m2.png
Drawn at 2 px/um.
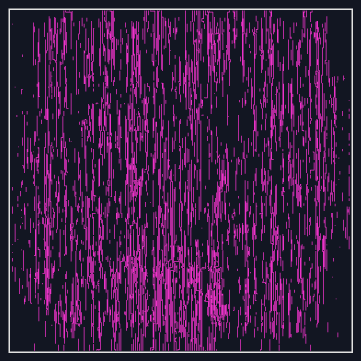
util_map.png
Drawn at 2 px/um. 17 x 17 tiles, from black (low) to pale yellow (high), 0 to 100% covered.
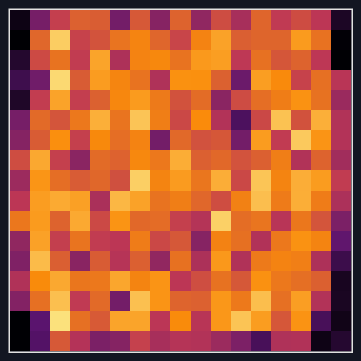
ff_map.png
Drawn at 2 px/um. Other sequential cells in the stronger gray, the rest of the logic in the fainter gray.
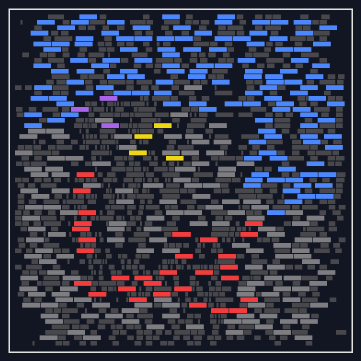
===== config.mk =====
export PLATFORM = sky130hd
export DESIGN_NAME = ifu_fetch_queue
export DESIGN_NICKNAME = d
export VERILOG_FILES = /design/src/rtl/ifu_fetch_queue.sv
export SDC_FILE = /design/constraint.sdc
export NUM_CORES = 1
export LEC_CHECK = 0
export CORE_MARGIN = 2
export CORE_UTILIZATION = 51
export DETAILED_ROUTE_END_ITERATION = 10
export PLACE_DENSITY_LB_ADDON = 0.08
export SLEW_MARGIN = 20
export SYNTH_ARGS = -nofsm -noshare
export SYNTH_HDL_FRONTEND = slang
export SYNTH_HIERARCHICAL = 1
export SYNTH_SLANG_ARGS = --single-unit

===== constraint.sdc =====
create_clock -name clk -period 3 [get_ports clk]
set_input_delay 0.6 -clock clk [delete_from_list [all_inputs] [get_ports clk]]
set_output_delay 0.6 -clock clk [all_outputs]
set_load 0.005 [all_outputs]

===== src/rtl/ifu_fetch_queue.sv =====
// Instruction-fetch front end: sequential fetch-address generator, in-order
// response queue, and a one-cycle redirect that flushes the queue and drops
// responses still in flight.

// One queue slot: holds {pc, inst, filled} for a single fetch.
module ifu_fq_entry (
  input  logic        clk,
  input  logic        rst,
  input  logic        alloc_en_i,
  input  logic [31:0] pc_i,
  input  logic        fill_en_i,
  input  logic [31:0] inst_i,
  input  logic        pop_en_i,
  input  logic        flush_i,
  output logic [31:0] pc_o,
  output logic [31:0] inst_o,
  output logic        filled_o
);
  logic [31:0] pc_q, pc_d, inst_q, inst_d;
  logic        filled_q, filled_d;

  // Slot update: allocate, pop, fill, with flush overriding the filled bit.
  always_comb begin
    pc_d     = pc_q;
    inst_d   = inst_q;
    filled_d = filled_q;
    if (alloc_en_i) begin
      pc_d     = pc_i;
      filled_d = 1'b0;
    end
    if (pop_en_i)  filled_d = 1'b0;
    if (fill_en_i) begin
      inst_d   = inst_i;
      filled_d = 1'b1;
    end
    if (flush_i)   filled_d = 1'b0;
  end

  // Slot registers; pc/inst reset to 0 so the idle head reads as zero.
  always_ff @(posedge clk or negedge rst) begin
    if (!rst) begin
      pc_q     <= '0;
      inst_q   <= '0;
      filled_q <= 1'b0;
    end else begin
      pc_q     <= pc_d;
      inst_q   <= inst_d;
      filled_q <= filled_d;
    end
  end

  assign pc_o     = pc_q;
  assign inst_o   = inst_q;
  assign filled_o = filled_q;
endmodule

module ifu_fetch_queue #(
  parameter logic [31:0] RESET_PC = 32'h8000_0000,
  parameter int          DEPTH    = 4
) (
  input  logic        clk,
  input  logic        rst,
  output logic        mem_req_valid,
  input  logic        mem_req_ready,
  output logic [31:0] mem_req_addr,
  input  logic        mem_resp_valid,
  input  logic [31:0] mem_resp_data,
  output logic        out_valid,
  input  logic        out_ready,
  output logic [31:0] out_pc,
  output logic [31:0] out_inst,
  input  logic        redirect_valid,
  input  logic [31:0] redirect_pc
);
  localparam int IDX_W = $clog2(DEPTH);
  localparam int PTR_W = IDX_W + 1;
  localparam logic [PTR_W-1:0] DEPTH_P = PTR_W'(DEPTH);

  logic [31:0]      fetch_pc_q, fetch_pc_d;
  logic [PTR_W-1:0] alloc_q, alloc_d, fill_q, fill_d, rd_q, rd_d, drop_q, drop_d;
  logic             started_q;

  logic [DEPTH-1:0][31:0] ent_pc, ent_inst;
  logic [DEPTH-1:0]       ent_filled;
  logic [DEPTH-1:0]       alloc_en, fill_en, pop_en;

  logic [PTR_W-1:0] occ;
  logic             req_hs, resp_fill, resp_drop, pop;

  // Occupancy counts allocated entries, so a full queue stops issuing even
  // while responses are still outstanding.
  assign occ           = alloc_q - rd_q;
  assign mem_req_valid = started_q & ~redirect_valid & (occ < DEPTH_P);
  assign mem_req_addr  = fetch_pc_q;
  assign req_hs        = mem_req_valid & mem_req_ready;

  // Stale responses are swallowed while drop_q is nonzero; a response landing
  // in the redirect cycle is accounted for in drop_d instead of being stored.
  assign resp_drop = mem_resp_valid & (drop_q != '0);
  assign resp_fill = mem_resp_valid & (drop_q == '0) & ~redirect_valid;

  assign out_valid = ent_filled[rd_q[IDX_W-1:0]] & (rd_q != alloc_q);
  assign out_pc    = ent_pc[rd_q[IDX_W-1:0]];
  assign out_inst  = ent_inst[rd_q[IDX_W-1:0]];
  assign pop       = out_valid & out_ready;

  genvar i;
  generate
    for (i = 0; i < DEPTH; i++) begin : g_ent
      assign alloc_en[i] = req_hs    & (alloc_q[IDX_W-1:0] == IDX_W'(i));
      assign fill_en[i]  = resp_fill & (fill_q[IDX_W-1:0]  == IDX_W'(i));
      assign pop_en[i]   = pop       & (rd_q[IDX_W-1:0]    == IDX_W'(i));

      ifu_fq_entry u_ent (
        .clk        (clk),
        .rst        (rst),
        .alloc_en_i (alloc_en[i]),
        .pc_i       (fetch_pc_q),
        .fill_en_i  (fill_en[i]),
        .inst_i     (mem_resp_data),
        .pop_en_i   (pop_en[i]),
        .flush_i    (redirect_valid),
        .pc_o       (ent_pc[i]),
        .inst_o     (ent_inst[i]),
        .filled_o   (ent_filled[i])
      );
    end
  endgenerate

  // Pointer / fetch-pc / drop-count next state; redirect overrides everything
  // but still carries forward every response that has yet to arrive.
  always_comb begin
    fetch_pc_d = fetch_pc_q;
    alloc_d    = alloc_q;
    fill_d     = fill_q;
    rd_d       = rd_q;
    drop_d     = drop_q;
    if (req_hs) begin
      alloc_d    = alloc_q + 1'b1;
      fetch_pc_d = fetch_pc_q + 32'd4;
    end
    if (resp_fill) fill_d = fill_q + 1'b1;
    if (resp_drop) drop_d = drop_q - 1'b1;
    if (pop)       rd_d   = rd_q + 1'b1;
    if (redirect_valid) begin
      fetch_pc_d = redirect_pc & ~32'h3;
      alloc_d    = '0;
      fill_d     = '0;
      rd_d       = '0;
      drop_d     = drop_q + (alloc_q - fill_q) - {{(PTR_W-1){1'b0}}, mem_resp_valid};
    end
  end

  // Control registers; started_q delays the first request by one cycle.
  always_ff @(posedge clk or negedge rst) begin
    if (!rst) begin
      fetch_pc_q <= RESET_PC;
      alloc_q    <= '0;
      fill_q     <= '0;
      rd_q       <= '0;
      drop_q     <= '0;
      started_q  <= 1'b0;
    end else begin
      fetch_pc_q <= fetch_pc_d;
      alloc_q    <= alloc_d;
      fill_q     <= fill_d;
      rd_q       <= rd_d;
      drop_q     <= drop_d;
      started_q  <= 1'b1;
    end
  end
endmodule


==> Changelog: implementation <==
## Implementation

* ClkCell Share at 6.20%
* Final worst slack at 40.9 ps
* Fin util at 64.0%
* NonClk Buf Share at 12.7%
* Post-Synth AOI/OAI Area at 3.97%
* Clk pwr share at 33.1%
* Worst slew pin tran at 692 ps
* R2R setup slack at 200 ps
* Largest net degree at the start of global routing at 83
* Yosys Chip Area at 14200 um^2
* Final instance area at 17600 um^2
* CTS Buffer Depth at 3
* Comb/total area at 34.9%
* CTS Sinks at 303
* Reg clk slew, reported paths at 60 ps
* Yosys adder share at 2.15%
* Final WL at 31.4 mm
* GPL Wtd Cong at 0.792
* Register area at 7590 um^2
* Nonclk buf count at 207
* Rows at 61
* Distinct lib cells at 49
* Tool warnings at 40
* Synthesized cell area at 14200 um^2
* Clock buffer count at 52
* CTS Root Cell: clkbuf_16
* Post-synth EDFFs at 0
* Maxcap violations at 0
* Chip width at 171 um
* GRT Total Usage at 22.4%
* Initial Utilization at 51.4%
* Max Slew Vio Count at 0
* Ys async rst share at 100%
* Largest stage delay, worst path at 500 ps
* Core area at 27600 um^2
* Met2 WL at 15.3 mm
* Total gr overflow at 0
* Multi-input gates at 574
* RSZ-0062 raised after global routing: yes
* Min Tclk post-route at 2960 ps
* Logic area at 6160 um^2
* Met1 usage at 31.4%
* Seq area share at 43.0%
* Crit Path Class: reg -> out
* Initial antenna violation count at 0
* Flop count at 303
* Tot Pwr at 12.2 mW
* WL met3 at 1.41 mm
* Yosys top cell by instances: dfrtp_1
* DRC Markers at 0
* Highest Signal Layer: met4
* Largest class: flip-flops and latches
* Share of layout cells above drive strength 1 at 38.0%
* Top power group: sequential cells
* Most used routing layer: met2
* Die H at 171 um
* Chip area at 29100 um^2
* Bufs and invs on worst path at 3
* Hold Crit Class: in -> async
* Inst Count DP at 1482
* Vias in the first global route at 9347
* Area leader, netlist: dfrtp_1
* Global-route wire length before repair at 51.2 mm
* Tapcell Cnt at 378
* Status: finished clean
* Critical Path Stages at 8
* Layout area overhead at 24.5%
* Flop pwr share at 44.5%
* Int Power at 9.19 mW
* Fmax at 338 MHz
* CP Capture Type: primary output
* Startpoint Class: flop
* Synth warnings at 6
* Place WS at -475 ps
* Slowest-stage cell, CP: dfrtp_4
* Ys flops at 303
* N_diodes at 0
* Non-clk invs at 22
* TritonCTS clock tree: done
* Net Sw Frac at 24.4%
* Cell Count, Final, Fillers Out at 1545
* Syn Inst Count at 957
* Area leader share at 53.3%
* Met1 wire length at 14.1 mm
* Power per standard cell area at 689 nW/um^2
* Comb area leader: multiplexers
* Critical Path, Cell by Cell: inv_2 -> ha_4 -> nor2b_4 -> or3_4 -> and2_4 -> nor3b_2 -> buf_4 -> buf_4
* Setup TNS Final at 0 ps
* Post-DP HPWL at 20.1 mm
* Period utilization at 98.6%
* DR vias at 8739
* GR Util met2 at 37.1%
* Yosys cell count at 957
* Cell Area, Placed at 16400 um^2
* Hold Vio Cnt, Final at 0
* Final #Nets at 1235
* Comb group at 2.73 mW
* Post-synth area hogs: dfrtp_1 53%, mux2_2 20%, mux4_2 10%
* Final setup vio count at 0
* WHS at 106 ps
* CP endpoint: mem_req_valid
* Critical Path RT at 2400 ps
* Max Fanout on Critical Path at 2
* MUX area fraction at 30.8%
* Routed Antenna Nets at 0
* Worst path most repeated cell: buf_4
* CP arrival at 2360 ps
* Most used DFF post-synth: dfrtp_1
-- m2.png (at the start) --
wire length on this layer: 15300 um
share of all routed wire: 49%
nets with wire on the layer: 1137

-- util_map.png (at the start) --
fullest tile: 93%
tiles over 75% full: 22%
nearly empty tiles: 1.7%
mean over tiles: 59%

-- ff_map.png (at the start) --
| color | name in the netlist | flops |
|---|---|---|
| yellow | g_ent.u_ent/filled_o | 4 |
| purple | fill_q | 3 |
| red | mem_req_addr | 30 |
| blue | g_ent.u_ent/inst_o | 128 |
not colored: 138

==> sequential cells by signal, summed over array words and instances, names as in the netlist <==
register / flops
fill_q: 3
g_ent.u_ent/inst_o: 128
mem_req_addr: 30
g_ent.u_ent/pc_o: 128
rd_q: 3
started_q: 1
drop_q: 3
g_ent.u_ent/filled_o: 4
alloc_q: 3
==> placed cells by master (no fill, tap or decap), types with 2 or more instances in the layout <==
| master | instances |
|---|---|
| or3b_1 | 4 |
| nand4_1 | 10 |
| buf_12 | 13 |
| nor2_1 | 18 |
| dfrtp_4 | 2 |
| or3_1 | 2 |
| or4_1 | 3 |
| a2111oi_0 | 3 |
| or4_2 | 2 |
| clkbuf_16 | 37 |
| ha_1 | 17 |
| buf_16 | 3 |
| conb_1 | 11 |
| dlymetal6s2s_1 | 23 |
| a31oi_1 | 2 |
| o21ai_0 | 12 |
| or3_4 | 2 |
| mux2_2 | 256 |
| and2_2 | 4 |
| nand2_1 | 42 |
| dfrtp_1 | 299 |
| and3_1 | 3 |
| clkdlybuf4s50_1 | 137 |
| mux2i_1 | 2 |
| buf_4 | 28 |
| inv_1 | 21 |
| nand3_1 | 13 |
| xnor2_1 | 19 |
| a21oi_1 | 9 |
| clkbuf_1 | 11 |
| a211oi_1 | 4 |
| clkinv_2 | 7 |
| clkbuf_8 | 4 |
| o31ai_1 | 2 |
| fa_1 | 3 |
| o311ai_0 | 36 |
| and2_1 | 7 |
| mux4_2 | 65 |
==> what timing repair did <==
action | in CTS | in global routing
pin swaps | 0 | 3
setup buffers | 0 | 1
cloned | 1 | 0
endpoints found under the setup margin | 50 | 31
gates resized | 11 | 31
==> logic make-up after synthesis <==
kind of cell / count (synthesis)
mux: 323
buf+inv: 89
flops: 303
other cells: 2
xor+xnor: 21
fa+ha+maj: 22
compound gates: 75
simple gates: 122
Power and IR drop assume default switching activity.
